Fig. 1: sequential cells grouped by signal name
Bar = 20 um. Other sequential cells in the stronger gray, the rest of the logic in the fainter gray.
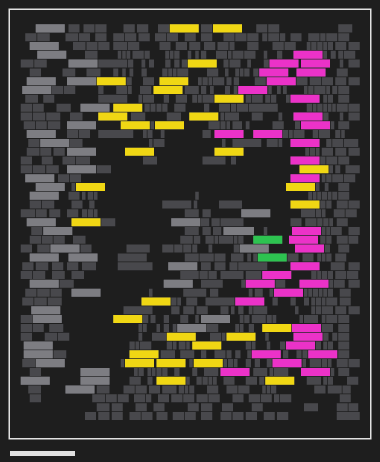
Fig. 2: cells colored by class
Bar = 20 um.
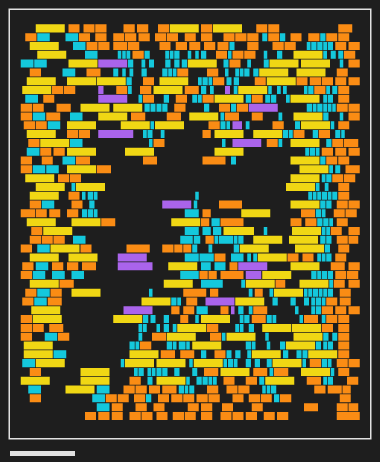
Fig. 3: wiring by layer
Bar = 20 um. Two of the layers only.
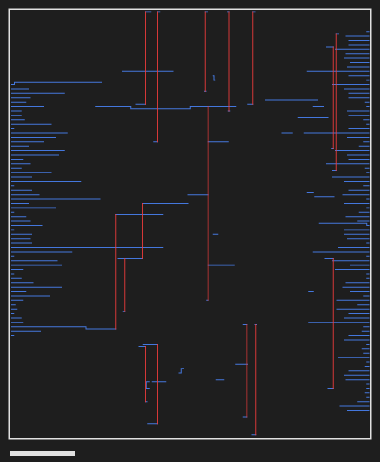
$ cat src/rtl/xlink_bus_arbiter.sv
// Round-robin arbiter that shares one register bus between NUM_REQ link processors.
// Only one transaction is in flight at a time: IDLE -> ISSUE -> (CAPTURE) -> ACK.
module xlink_bus_arbiter #(
  parameter int NUM_REQ = 2,
  parameter int IDX_W   = 1
) (
  input  logic                   clk,
  input  logic                   reset,
  input  logic [NUM_REQ-1:0]     req_valid,
  input  logic [NUM_REQ-1:0]     req_write,
  input  logic [NUM_REQ*31-1:0]  req_addr,
  input  logic [NUM_REQ*32-1:0]  req_wdata,
  output logic [NUM_REQ-1:0]     req_ack,
  output logic [31:0]            req_rdata,
  output logic [30:0]            addr,
  output logic [31:0]            data_bus_wr,
  input  logic [31:0]            data_bus_rd,
  output logic                   wr_strobe,
  output logic                   rd_strobe,
  output logic                   busy,
  output logic [IDX_W-1:0]       grant_idx
);

  typedef enum logic [1:0] {IDLE, ISSUE, CAPTURE, ACK} state_t;

  state_t                      state;
  logic                        wflag;
  logic [IDX_W-1:0]            last_grant;
  logic [IDX_W-1:0]            pick;
  logic [IDX_W-1:0]            cand_idx;
  logic                        found;
  int                          cand;
  logic [NUM_REQ-1:0][30:0]    addr_a;
  logic [NUM_REQ-1:0][31:0]    wdata_a;

  for (genvar g = 0; g < NUM_REQ; g++) begin : g_lane
    assign addr_a[g]  = req_addr[31*g +: 31];
    assign wdata_a[g] = req_wdata[32*g +: 32];
  end

  // Scan from the requester after the last one served, wrapping, so the
  // most recently served requester has the lowest priority.
  always_comb begin
    found    = 1'b0;
    pick     = '0;
    cand     = 0;
    cand_idx = '0;
    for (int o = 1; o <= NUM_REQ; o++) begin
      cand     = (int'(last_grant) + o) % NUM_REQ;
      cand_idx = IDX_W'(cand);
      if (!found && req_valid[cand_idx]) begin
        found = 1'b1;
        pick  = cand_idx;
      end
    end
  end

  always_ff @(posedge clk or negedge reset) begin
    if (!reset) begin
      state       <= IDLE;
      wflag       <= 1'b0;
      last_grant  <= IDX_W'(NUM_REQ - 1);
      grant_idx   <= '0;
      addr        <= '0;
      data_bus_wr <= '0;
      req_rdata   <= '0;
      req_ack     <= '0;
      wr_strobe   <= 1'b0;
      rd_strobe   <= 1'b0;
      busy        <= 1'b0;
    end else begin
      wr_strobe <= 1'b0;
      rd_strobe <= 1'b0;
      req_ack   <= '0;
      case (state)
        IDLE: begin
          if (found) begin
            grant_idx   <= pick;
            addr        <= addr_a[pick];
            data_bus_wr <= wdata_a[pick];
            wflag       <= req_write[pick];
            wr_strobe   <= req_write[pick];
            rd_strobe   <= !req_write[pick];
            busy        <= 1'b1;
            state       <= ISSUE;
          end
        end
        ISSUE: begin
          if (wflag) begin
            req_ack <= NUM_REQ'(1) << grant_idx;
            state   <= ACK;
          end else begin
            state <= CAPTURE;
          end
        end
        CAPTURE: begin
          // Bus read data is valid the cycle after rd_strobe.
          req_rdata <= data_bus_rd;
          req_ack   <= NUM_REQ'(1) << grant_idx;
          state     <= ACK;
        end
        ACK: begin
          last_grant <= grant_idx;
          busy       <= 1'b0;
          state      <= IDLE;
        end
        default: state <= IDLE;
      endcase
    end
  end

endmodule

$ cat config.mk
export PLATFORM = sky130hd
export DESIGN_NAME = xlink_bus_arbiter
export DESIGN_NICKNAME = d
export VERILOG_FILES = /design/src/rtl/xlink_bus_arbiter.sv
export SDC_FILE = /design/constraint.sdc
export NUM_CORES = 1
export LEC_CHECK = 0
export CAP_MARGIN = 20
export CORE_ASPECT_RATIO = 1.2
export CORE_MARGIN = 3
export CORE_UTILIZATION = 34
export DETAILED_ROUTE_END_ITERATION = 10
export PLACE_DENSITY = 0.76
export SLEW_MARGIN = 20
export SYNTH_ARGS = -nofsm -noshare
export SYNTH_HDL_FRONTEND = slang
export SYNTH_SLANG_ARGS = --single-unit
$ cat constraint.sdc
create_clock -name clk -period 1.6 [get_ports clk]
set_input_delay 0.24 -clock clk [delete_from_list [all_inputs] [get_ports clk]]
set_output_delay 0.24 -clock clk [all_outputs]
set_load 0.02 [all_outputs]
==> Changelog: implementation <==
### Implementation results

- Registers, synthesis: 105
- Largest net degree at the start of global routing: 106
- Status: completed
- Vias in the first global route: 4702
- Sink Count: 105
- Met1 WL: 5.607 mm
- Synthesized instance count: 452
- Crit path largest cell delay: 630 ps
- Registers: 105
- Clock power frac: 0.154
- Gr ovfl total: 0
- Nets: 887
- CP cell instances: clkdlybuf4s50_1
- Global-route wire length before repair: 23.97 mm
- Clock Network Area Fraction: 0.04100
- Die width: 111.1 um
- Area growth syn-to-layout: 73.95%
- Count leader, synth: a21oi_1
- Int Power: 9.405 mW
- Initial antenna violation count: 0
- Main area contributors: dfrtp_1, a21oi_1, mux2_2
- Post-synth seq share: 0.5830
- Clkbuf count: 11
- Worst path slowest cell: clkdlybuf4s50_1
- Worst slew margin: 0.6220
- Hold Startpoint: req_wdata[29]
- Commonest cells in the netlist: a21oi_1, dfrtp_1, nor2_1, nand2_1, mux2_2
- Fa+ha+maj area frac: 0.01387
- Multi-Input Combinational: 312
- R2r setup slk: 80 ps
- Layout cells sized above 1: 0.1051
- Met2 Track Usage GR: 0.3546
- Bufs and invs on worst path: 1
- Highest-power group: combinational cells
- Total power draw: 15.27 mW
- Post-route insts no fill: 887
- Post-synthesis area per instance: 9.976 um2
- F_max: 0.6350 GHz
- HPWL after detailed placement: 11.34 mm
- Post-CTS resize count: 3
- Post-CTS setup buffers: 0
- Via count: 4401
- Gpl congestion: 0.9113
- Async SR Flop Fraction: 1.000
- Commonest flop: dfrtp_1
- WP data arrival: 1330 ps
- Dominant logic cell types in the final layout: clkdlybuf4s50_1, a21oi_1, dfrtp_1
- Tapcells: 164
- CTS tree: done
- # setup viols final: 0
- Fill cell count: 1039
- Longest Clk Path Bufs: 2
- Core Util at FP: 0.3513
- Comb group: 8.17 mW
- Crit Path Max Fanout: 2
- M1 GR Usage: 0.2248
- Leading area contributor after synthesis: dfrtp_1
- Yosys Chip Area: 4509 um2
- Die area: 14690 um2
- Largest registers: data_bus_wr: 32 flops, req_rdata: 32 flops, addr: 31 flops
- Drt pass-1 iters: 4
-- Fig. 1 (at the start) --
| color | netlist name | placed flops |
|---|---|---|
| magenta | data_bus_wr | 32 |
| green | req_ack | 2 |
| yellow | addr | 31 |
not colored: 40
Seq area share: 0.3351
register area: 2629 um2
final core occ: 0.6110
sequential power: 4.74 mW

-- Fig. 2 (at the start) --
| color | class | cells |
|---|---|---|
| purple | clock drivers and dummy loads | 16 |
| cyan | all other logic | 316 |
| orange | other buffers and delay cells | 286 |
| yellow | flip-flops | 105 |
Core Region: 12840 um2
num rows: 45
post-route cell area: 7844 um2

-- Fig. 3 (at the start) --
| color | layer | wire length |
|---|---|---|
| blue | met3 | 1240 um |
| red | met4 | 498 um |
total wire length: 14.98 mm
WL/cell: 16.89 um

No activity file was given, so power comes from the tool's default toggle rates.
